**Run 1: routing congestion**

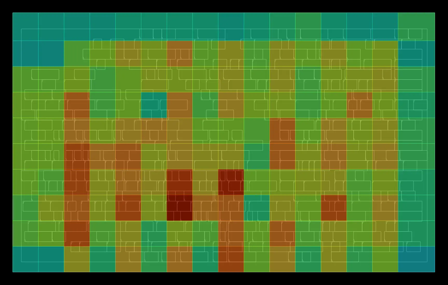
**Run 1: the metal 1 layer**

Scale: 6 px per µm.
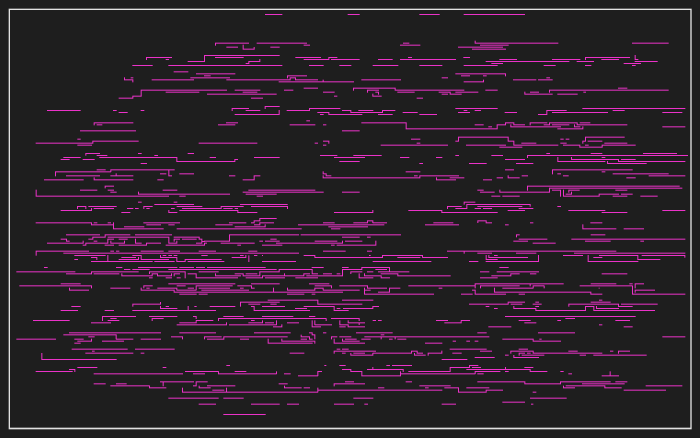
**Run 1: close-up of the layout**

Region (16, 40) to (41, 65) µm. Cells in gray, sequential cells in the stronger gray; small squares are vias.
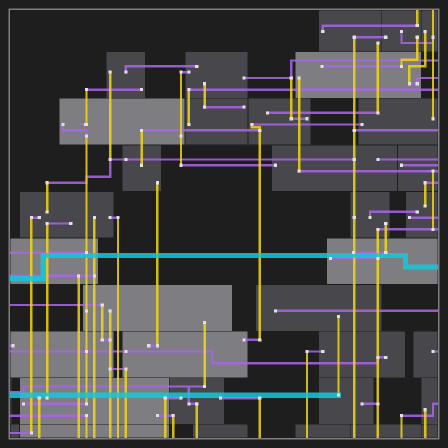
`src/rtl/micro_sequencer.sv`:
```
// Horizontal microcode sequencer: fetches a microinstruction from the control-store
// ROM, presents it to the datapath and computes the next control-store address.
module micro_sequencer #(
  parameter int MIR_BUS_WIDTH       = 41,
  parameter int Direction_BUS_WIDTH = 11
) (
  input  logic                           MICROSEQ_CLOCK_50,
  input  logic                           MICROSEQ_RESET_InLow,
  input  logic [MIR_BUS_WIDTH-1:0]       MICROSEQ_Microinstruccion_IN,
  input  logic [3:0]                     MICROSEQ_Flags_IN,
  input  logic [31:0]                    MICROSEQ_IR_IN,
  input  logic                           MICROSEQ_MemAck_IN,
  output logic [Direction_BUS_WIDTH-1:0] MICROSEQ_Direccion_OUT,
  output logic [MIR_BUS_WIDTH-1:0]       MICROSEQ_MIR_OUT,
  output logic                           MICROSEQ_MIRValid_OUT,
  output logic                           MICROSEQ_Stall_OUT
);

  // state   | meaning
  // S_FETCH | latch ROM word at CS_ADDR into MIR (one cycle)
  // S_EXEC  | MIR valid; advance CS_ADDR unless a memory op is still pending
  // S_WAIT  | memory op pending; MIR and CS_ADDR frozen until MemAck
  typedef enum logic [1:0] {
    S_FETCH = 2'b00,
    S_EXEC  = 2'b01,
    S_WAIT  = 2'b10
  } state_t;

  localparam logic [Direction_BUS_WIDTH-1:0] ADDR_ONE = 1;

  state_t                         state, state_nxt;
  logic [Direction_BUS_WIDTH-1:0] cs_addr, next_addr, inc_addr, jaddr;
  logic [MIR_BUS_WIDTH-1:0]       mir;
  logic [2:0]                     cond;
  logic                           mem_op, taken, advance, load_mir;

  assign cond     = mir[13:11];
  assign jaddr    = mir[10:0];
  assign mem_op   = mir[19] | mir[18];
  assign inc_addr = cs_addr + ADDR_ONE;

  always_comb begin
    taken = 1'b0;
    case (cond)
      3'b001:  taken = MICROSEQ_Flags_IN[3];
      3'b010:  taken = MICROSEQ_Flags_IN[2];
      3'b011:  taken = MICROSEQ_Flags_IN[1];
      3'b100:  taken = MICROSEQ_Flags_IN[0];
      3'b101:  taken = MICROSEQ_IR_IN[13];
      3'b110:  taken = 1'b1;
      default: taken = 1'b0;
    endcase
    next_addr = taken ? jaddr : inc_addr;
    // Decode dispatch: opcode fields select a 4-word slot in the upper half of the store.
    if (cond == 3'b111)
      next_addr = {1'b1, MICROSEQ_IR_IN[31:30], MICROSEQ_IR_IN[24:19], 2'b00};
  end

  always_comb begin
    state_nxt = state;
    advance   = 1'b0;
    load_mir  = 1'b0;
    case (state)
      S_FETCH: begin
        load_mir  = 1'b1;
        state_nxt = S_EXEC;
      end
      S_EXEC: begin
        if (!mem_op || MICROSEQ_MemAck_IN) begin
          advance   = 1'b1;
          state_nxt = S_FETCH;
        end else begin
          state_nxt = S_WAIT;
        end
      end
      S_WAIT: begin
        if (MICROSEQ_MemAck_IN) begin
          advance   = 1'b1;
          state_nxt = S_FETCH;
        end
      end
      default: state_nxt = S_FETCH;
    endcase
  end

  always_ff @(posedge MICROSEQ_CLOCK_50) begin
    if (!MICROSEQ_RESET_InLow) begin
      state   <= S_FETCH;
      cs_addr <= '0;
      mir     <= '0;
    end else begin
      state <= state_nxt;
      if (load_mir) mir <= MICROSEQ_Microinstruccion_IN;
      if (advance)  cs_addr <= next_addr;
    end
  end

  assign MICROSEQ_Direccion_OUT = cs_addr;
  assign MICROSEQ_MIR_OUT       = mir;
  assign MICROSEQ_MIRValid_OUT  = (state == S_EXEC) || (state == S_WAIT);
  assign MICROSEQ_Stall_OUT     = (state == S_WAIT);

  // Datapath-only fields of MIR and IR bits the sequencer never looks at.
  logic unused_bits;
  assign unused_bits = ^{mir[40:20], mir[17:14], MICROSEQ_IR_IN[29:25],
                         MICROSEQ_IR_IN[18:14], MICROSEQ_IR_IN[12:0]};

endmodule

```
`config.mk`:
```
export PLATFORM = sky130hd
export DESIGN_NAME = micro_sequencer
export DESIGN_NICKNAME = d
export VERILOG_FILES = /design/src/rtl/micro_sequencer.sv
export SDC_FILE = /design/constraint.sdc
export NUM_CORES = 1
export LEC_CHECK = 0
export CAP_MARGIN = 30
export CORE_ASPECT_RATIO = 0.6
export CORE_MARGIN = 2
export CORE_UTILIZATION = 35
export CTS_BUF_LIST = sky130_fd_sc_hd__clkbuf_8
export CTS_CLUSTER_DIAMETER = 40
export DETAILED_ROUTE_END_ITERATION = 8
export PLACE_DENSITY = 0.84
export SLEW_MARGIN = 20
export SYNTH_ARGS = -nofsm -noshare
export SYNTH_HDL_FRONTEND = slang
export SYNTH_SLANG_ARGS = --single-unit
```
`constraint.sdc`:
```
create_clock -name MICROSEQ_CLOCK_50 -period 1.5 [get_ports MICROSEQ_CLOCK_50]
set_input_delay 0.3 -clock MICROSEQ_CLOCK_50 [delete_from_list [all_inputs] [get_ports MICROSEQ_CLOCK_50]]
set_output_delay 0.3 -clock MICROSEQ_CLOCK_50 [all_outputs]
set_load 0.1 [all_outputs]
```
==> results.json, run 1 <==
{
  "status": "complete, but fails checks",
  "violations": "negative setup slack",
  "critPathBufInv": 3,
  "area_delta_synth_final_pct": 93.48,
  "drt_iter0_drc": 85,
  "yosysSeqAreaShare_pct": 43.03,
  "crit_path_max_incr_delay_ns": 0.36,
  "final_cell_area_um2": 4861,
  "synth_cells": 252,
  "power.density_nw_per_um2": 955.2,
  "finalPower_w": 0.004643,
  "grt_overflow": 0,
  "slowest_stage": "dfxtp_2",
  "cts_root_buffer": "clkbuf_8",
  "setup_viol": 13,
  "sequentialPowerShare_pct": 36.3,
  "end_kind": "output port",
  "ys_cells": 252,
  "period_used_pct": 107.7,
  "synth_area_um2": 2512,
  "nNetsFinal": 463,
  "maxCapViolCount": 0,
  "die_height_um": 69.63,
  "clk_pin_slew_worst_paths_ns": 0.11,
  "p_sw_w": 0.001757,
  "clk_latency_ns": 0.31,
  "ant_nets": 0,
  "finalHoldViolCount": 0,
  "area_leaders": "dfxtp_1 43%, mux2i_1 21%, nor2b_1 11%",
  "tightestPinTransition_ns": 0.3716,
  "hp-class": "reg -> reg",
  "top_area_share_pct": 43.03,
  "critPathLaunch": "state[1]",
  "r2r_start": "state[0]",
  "ys_area_um2": 2512,
  "ir_worst_vdd_mv": 0.5051,
  "crit_family": "flip-flops",
  "arrival_ns": 1.32,
  "crit_chain": "inv_2 -> buf_6 -> ha_4 -> buf_12",
  "port_buffers": 110,
  "crit_type": "reg -> out",
  "vias_per_cell": 4.906,
  "grt_pass1_vias": 2393,
  "finalWeightedCongestion": 0.7857,
  "clockBufferDepth": 2,
  "grt_max_degree": 56,
  "hpwlAfterDp_um": 5295,
  "worstPathRequired_ns": 1.20,
  "wl_per_cell_um": 16.13,
  "antenna_found_initial": 0,
  "syn_nets": 336,
  "lay_top_cells": "59 x buf_12, 56 x clkdlybuf4s50_1, 49 x mux2i_1, 43 x nor2b_1, 37 x dfxtp_1",
  "numCtsBuffers": 5,
  "cts_tree": "done",
  "lay_top_count": "buf_12",
  "die-area_um2": 7894,
  "cts-hold-fix-buffers": 0,
  "slew_viol_final": 0,
  "tool_warnings": 54,
  "rows": 23,
  "netSwitchingFraction_pct": 37.83,
  "worstPathMaxFanout": 3,
  "die_width_um": 113.4,
  "syn-mean-instance-area_um2": 9.970,
  "rsz0062_at_grt": "yes",
  "min_period_ns": 1.616,
  "largest_area_cell": "dfxtp_1",
  "slew_headroom_pct": 75.16,
  "num_io_pins": 134,
  "fp_util_pct": 36.84,
  "yosysWarnings": 0,
  "hold_slack_ns": 0.5561,
  "firstDrtPassIters": 4,
  "clock_sinks": 54,
  "dpl_worst_slack_ns": -0.3012,
  "timing.fmax_ghz": 0.6190,
  "core_region_area_um2": 6820,
  "fillers": 484,
  "drive_above_1_share_pct": 34.74,
  "hold_start": "MICROSEQ_Direccion_OUT[1]",
  "worst_slack_ns": -0.1155,
  "p_leak_nw": 2.050,
  "finClkSkew_ns": 0.01380,
  "grt_pass1_wl_um": 11950,
  "cts_max_level": 2,
  "ys_ff": 54,
  "placed_area_um2": 4447,
  "worst_setup_path_start_kind": "flip-flop",
  "drc_errors": 0,
  "internal_power_w": 0.002886,
  "p_clk_share_pct": 22.1,
  "ys_types": 35,
  "num_antenna_cells": 0,
  "power_frac_comb_pct": 41.7
}
About 'routing congestion':
gr busiest metal: met2
utilization after layout: 71.27%
GRT Resource Usage Total: 18.60%

About 'the metal 1 layer':
- share of all routed wire: 44%
- nets with wire on the layer: 374
- main direction: horizontal
- longest straight run: 39.1 µm
vias: 2291
grt met1 use: 24.08%
final WL: 7534 µm

About 'close-up of the layout':
- met3: cyan
- met2: yellow
- met1: purple
- sequential cells in the window: 8
- netlist names of flops here include: `MICROSEQ_MIR_OUT` (6), `MICROSEQ_Direccion_OUT` (2)
- cells with their middle in the window: 26
- most frequent: dfxtp_1 (6), nor2b_1 (4)

run 1: state kept, by name, indices dropped and copies added, names as in the netlist:
signal / count
MICROSEQ_MIR_OUT: 41
state: 2
MICROSEQ_Direccion_OUT: 11
run 1: kinds of logic after synthesis:
group           synth area share, %
flops                         43.03
simple gates                  19.02
mux                           20.72
xor+xnor                      3.138
fa+ha+maj                     1.992
buf+inv                       3.237
compound gates                8.864
run 1: what timing repair did:
| item | 4_1_cts | 5_1_grt |
|---|---|---|
| gates cloned | 0 | 1 |
| pin swaps | 2 | 4 |
| gates resized | 28 | 20 |
| buffers inserted | 4 | 4 |
| endpoints found under the setup margin | 13 | 13 |
run 1: Yosys cell counts (all sizes together):
cell type   n
dfxtp      54
mux2i      52
nor2b      43
nand2      14
clkbuf      8
o21ai       8
a21oi       7
nand3       7
buf         6
nor2        6
xnor2       6
ha          4
inv         4
o2bb2ai     4
nand2b      3
nand4       3
o311ai      3
xor2        3
and3        2
nor3        2
nor3b       2
o211ai      2
o21a        2
a21boi      1
and4        1
nand3b      1
o211a       1
o221ai      1
o22a        1
o22ai       1
run 1: cell type report:
type	instances	area, µm²	area share (%)
Inverter	4	15.01	0.3089
Clock buffer	5	68.82	1.416
Tap cell	87	108.9	2.239
Sequential cell	54	1127	23.19
Timing Repair Buffer	134	1943	39.97
Multi-Input combinational cell	180	1550	31.89
Clock inverter	3	47.55	0.9781
run 1: power by group through the flow:
stage          combinational [W]  clock [W]  sequential (W)
2_1_floorplan           0.000396          0         0.00235
3_3_place_gp             0.00178          0         0.00170
3_5_place_dp             0.00180          0         0.00171
4_1_cts                  0.00186    0.00104         0.00168
5_1_grt                  0.00200    0.00111         0.00170
6_report                 0.00194    0.00102         0.00168
run 1: final timing paths:
| kind | endpoint | slack, ns | depth (start not counted) |
|---|---|---|---|
| min | MICROSEQ_Direccion_OUT[1] | 0.56 | 2 |
| max | MICROSEQ_MIRValid_OUT | -0.12 | 4 |
| min reg2reg | MICROSEQ_Direccion_OUT[1] | 0.56 | 2 |
| max reg2reg | MICROSEQ_Direccion_OUT[6] | -0.11 | 9 |
run 1: layer usage:
| layer | share of wire, % | vias up | track usage, % | routed length [µm] |
|---|---|---|---|---|
| li1 | - | 1124 | - | - |
| met1 | 44 | 1082 | 24.08 | 3335 |
| met2 | 49 | 79 | 31.27 | 3654 |
| met3 | 6.7 | 6 | 5.594 | 505 |
| met4 | 0.52 | 0 | 2.846 | 39 |
| met5 | 0 | - | 0 | 0 |
run 1: tightest hold or removal path: stages (launching register included):
cell and delay (ns):
dfxtp_4 0.39, nand3_1 0.09, o21ai_2 0.05
run 1: stage by stage:
stage                     util (%)  std cells  setup TNS (ns)
after global routing         71.27        467          -1.831
after global placement       65.20        451          -2.396
final                        71.27        467          -1.057
after CTS                    68.98        463         -0.9878
after floorplan                  -        252          -1.149
after detailed placement     65.20        451          -2.859
**Run 1: cell classes on the final placement**

Scale: 4 px per µm.
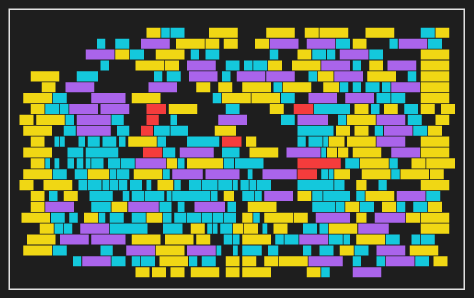

==> inputs of run 2 (changes only) <==
--- a/config.mk
+++ b/config.mk
@@ -12,7 +12,8 @@
 export CTS_BUF_LIST = sky130_fd_sc_hd__clkbuf_8
 export CTS_CLUSTER_DIAMETER = 40
 export DETAILED_ROUTE_END_ITERATION = 8
-export PLACE_DENSITY = 0.84
+export DONT_BUFFER_PORTS = 1
+export PLACE_DENSITY = 0.59
 export SLEW_MARGIN = 20
 export SYNTH_ARGS = -nofsm -noshare
 export SYNTH_HDL_FRONTEND = slang
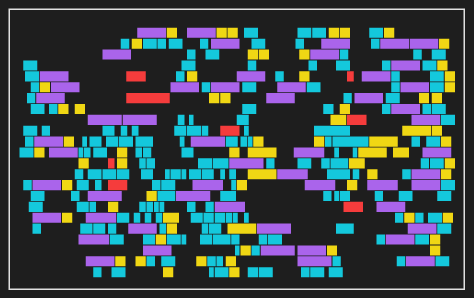
**Above:** run 2 (cell classes on the final placement).
Scale: 4 px per µm.
- clock drivers and dummy loads: red (cells 8; share of their area 3.4%)
- flip-flops: purple (cells 54; share of their area 35%)
- all other logic: cyan (cells 184; share of their area 44%)
- other buffers and delay cells: yellow (cells 67; share of their area 18%)
core area: 6820 µm²
Seq/total area: 33.53%
utilization after layout: 49.18%

==> run 2 against run 1 <==
Against the previous run: the flow still finishes with violations (negative setup slack); sequential share of layout area up 10 points; core utilization down 22 points; final cell count down 14%; worst hold slack worse by 0.52 ns; critical endpoint unchanged; largest power group is now registers; synthesized area unchanged; total power down 14%; first-iteration DRC count up 36%; global-route usage down 2.8 points; design area down 31%.
==> results.json, run 2 <==
{
  "status": "complete, but fails checks",
  "violations": "negative setup slack",
  "port_buffers": 0,
  "dpl_worst_slack_ns": -0.1242,
  "synth_area_um2": 2512,
  "finClkSkew_ns": 0.007309,
  "fp_util_pct": 36.84,
  "min_period_ns": 1.628,
  "cts_tree": "done",
  "drive_above_1_share_pct": 33.55,
  "worst_setup_path_start_kind": "flip-flop",
  "die-area_um2": 7894,
  "cts_root_buffer": "clkbuf_8",
  "worst_slack_ns": -0.1280,
  "finalHoldViolCount": 0,
  "die_width_um": 113.4,
  "synth_cells": 252,
  "combGateArea_um2": 1404,
  "crit_type": "reg -> out",
  "largest_reg_flops": 41,
  "grt_max_degree": 56,
  "rows": 23,
  "p_leak_nw": 1.565,
  "end_kind": "output port",
  "yosysSeqAreaShare_pct": 43.03,
  "maxCapViolCount": 0,
  "grt_pass1_vias": 1964,
  "yosys_most_used_dff": "dfxtp_1",
  "antenna_found_initial": 0,
  "ir_worst_vdd_mv": 0.4516,
  "firstDrtPassIters": 4,
  "largest_area_cell": "dfxtp_1",
  "clock_sinks": 54,
  "clk_pin_slew_worst_paths_ns": 0.10,
  "nNetsFinal": 396,
  "ys_types": 35,
  "vias": 1941,
  "finalPower_w": 0.004002,
  "worstPathMaxFanout": 2,
  "flop_area_um2": 1125,
  "finalWeightedCongestion": 0.7414,
  "drc_errors": 0,
  "yosysWarnings": 0,
  "tool_warnings": 54,
  "syn_nets": 336,
  "syn-mean-instance-area_um2": 9.970,
  "period_used_pct": 108.5,
  "ys_ff": 54,
  "area_leaders": "dfxtp_1 43%, mux2i_1 21%, nor2b_1 11%",
  "grt_pass1_wl_um": 9777,
  "clk_latency_ns": 0.32,
  "mux_share_pct": 20.72,
  "ys_sh_simple_pct": 19.02,
  "synthAoiAreaFrac_pct": 8.865,
  "vias_per_cell": 4.853,
  "ant_nets": 0,
  "rsz0062_at_grt": "yes",
  "arrival_ns": 1.33,
  "clockBufferDepth": 2,
  "ys_cells": 252,
  "synthArstFlopShare_pct": 0,
  "timing.fmax_ghz": 0.6143,
  "die_height_um": 69.63,
  "enable_flop_cells": 0,
  "logic_family": "multiplexers",
  "lay_top_count": "buf_4",
  "cts-hold-fix-buffers": 0,
  "setup_viol": 12,
  "hpwlAfterDp_um": 4360,
  "area_delta_synth_final_pct": 33.52,
  "cts_max_level": 2,
  "worstPathRequired_ns": 1.20,
  "top_area_share_pct": 43.03,
  "power.density_nw_per_um2": 1193,
  "ys_sh_xor_pct": 3.137,
  "postRouteWirelength_um": 6128,
  "yosysMostFrequentCell": "dfxtp_1",
  "num_antenna_cells": 0,
  "slew_viol_final": 0,
  "ys_area_um2": 2512,
  "common_cells": "54 x dfxtp_1, 52 x mux2i_1, 43 x nor2b_1",
  "drt_iter0_drc": 116,
  "slew_headroom_pct": 80.15,
  "grt.total_usage_pct": 15.76,
  "grt_overflow": 0,
  "fillers": 621,
  "lay_top_cells": "57 x buf_4, 52 x mux2i_1, 43 x nor2b_1, 37 x dfxtp_1, 13 x nand2_1",
  "num_io_pins": 134,
  "adder_share_pct": 1.992,
  "tightestPinTransition_ns": 0.2932,
  "hp-class": "in -> reg",
  "numCtsBuffers": 5
}
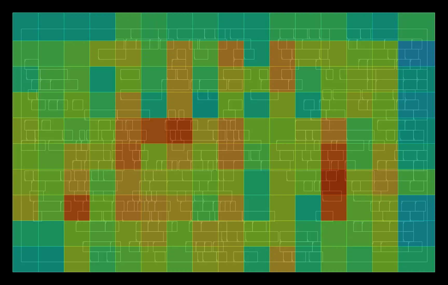
**Above:** run 2 (routing congestion).
per-cell routed wire length: 15.32 µm
GR Util met2: 23.15%

-- run 2: final timing paths --
path | start | end | slack, ns | cells past startpoint
worst max-delay path | state[1] | MICROSEQ_MIRValid_OUT | -0.13 | 5
worst max register to register | state[1] | MICROSEQ_Direccion_OUT[0] | -0.13 | 8
worst min register to register | MICROSEQ_MIR_OUT[27] | MICROSEQ_MIR_OUT[27] | 0.52 | 2
worst min-delay path | MICROSEQ_MemAck_IN | state[1] | 0.04 | 1
-- run 2: what timing repair did --
| item | CTS | global route |
|---|---|---|
| resized | 15 | 2 |
| pin swaps | 1 | 0 |
| buffers inserted | 4 | 0 |
| endpoints found under the setup margin | 13 | 13 |
-- run 2: power breakdown --
group / leakage (nW) / total, W / internal (W) / switching (W)
registers: 0.455 / 0.00160 / 0.00153 / 0.0000657
logic: 1.05 / 0.00142 / 0.000398 / 0.00102
clock network: 0.0579 / 0.000986 / 0.000492 / 0.000494
total: 1.56 / 0.00400 / 0.00242 / 0.00158
-- run 2: logic make-up after synthesis --
kind of cell	Yosys count
AOI/OAI and AO/OA	31
xor gates and xnor gates	9
adders and majority gates	4
buffers and inverters	18
DFF	54
muxes	52
and+or+nand+nor	84
-- run 2: area by class of cell --
class                      instances  area share, %
tap                               87          3.245
inverter                           4         0.4476
timing repair buffer              67          17.68
clock buffer                       5          2.051
multi-input combinational        180          41.85
clock inverter                     3          1.194
sequential                        54          33.53
-- run 2: routing by layer --
metal / GRT usage, % / wire, µm / vias to the layer above
met5: 0 / 0 / -
li1: - / - / 989
met3: 6.469 / 549 / 7
met4: 4.607 / 66 / 0
met1: 21.18 / 2931 / 875
met2: 23.15 / 2581 / 70
-- run 2: per-stage QoR --
step	TNS, ns	hold slack [ns]	std cells	instance area [µm²]
after floorplan	-1.149	0.3761	252	2599
after global placement	-0.9196	0.3784	388	3158
after detailed placement	-1.022	0.3831	388	3158
after CTS	-0.8080	0.02343	400	3351
after global routing	-1.971	0.02016	400	3354
final	-0.8316	0.03835	400	3354
-- run 2: critical path: stages, from the launching register on --
cell	delay (ns)
dfxtp_2	0.35
inv_2	0.04
buf_6	0.11
ha_4	0.26
buf_6	0.09
buf_12	0.16
No activity file was given, so power comes from the tool's default toggle rates.
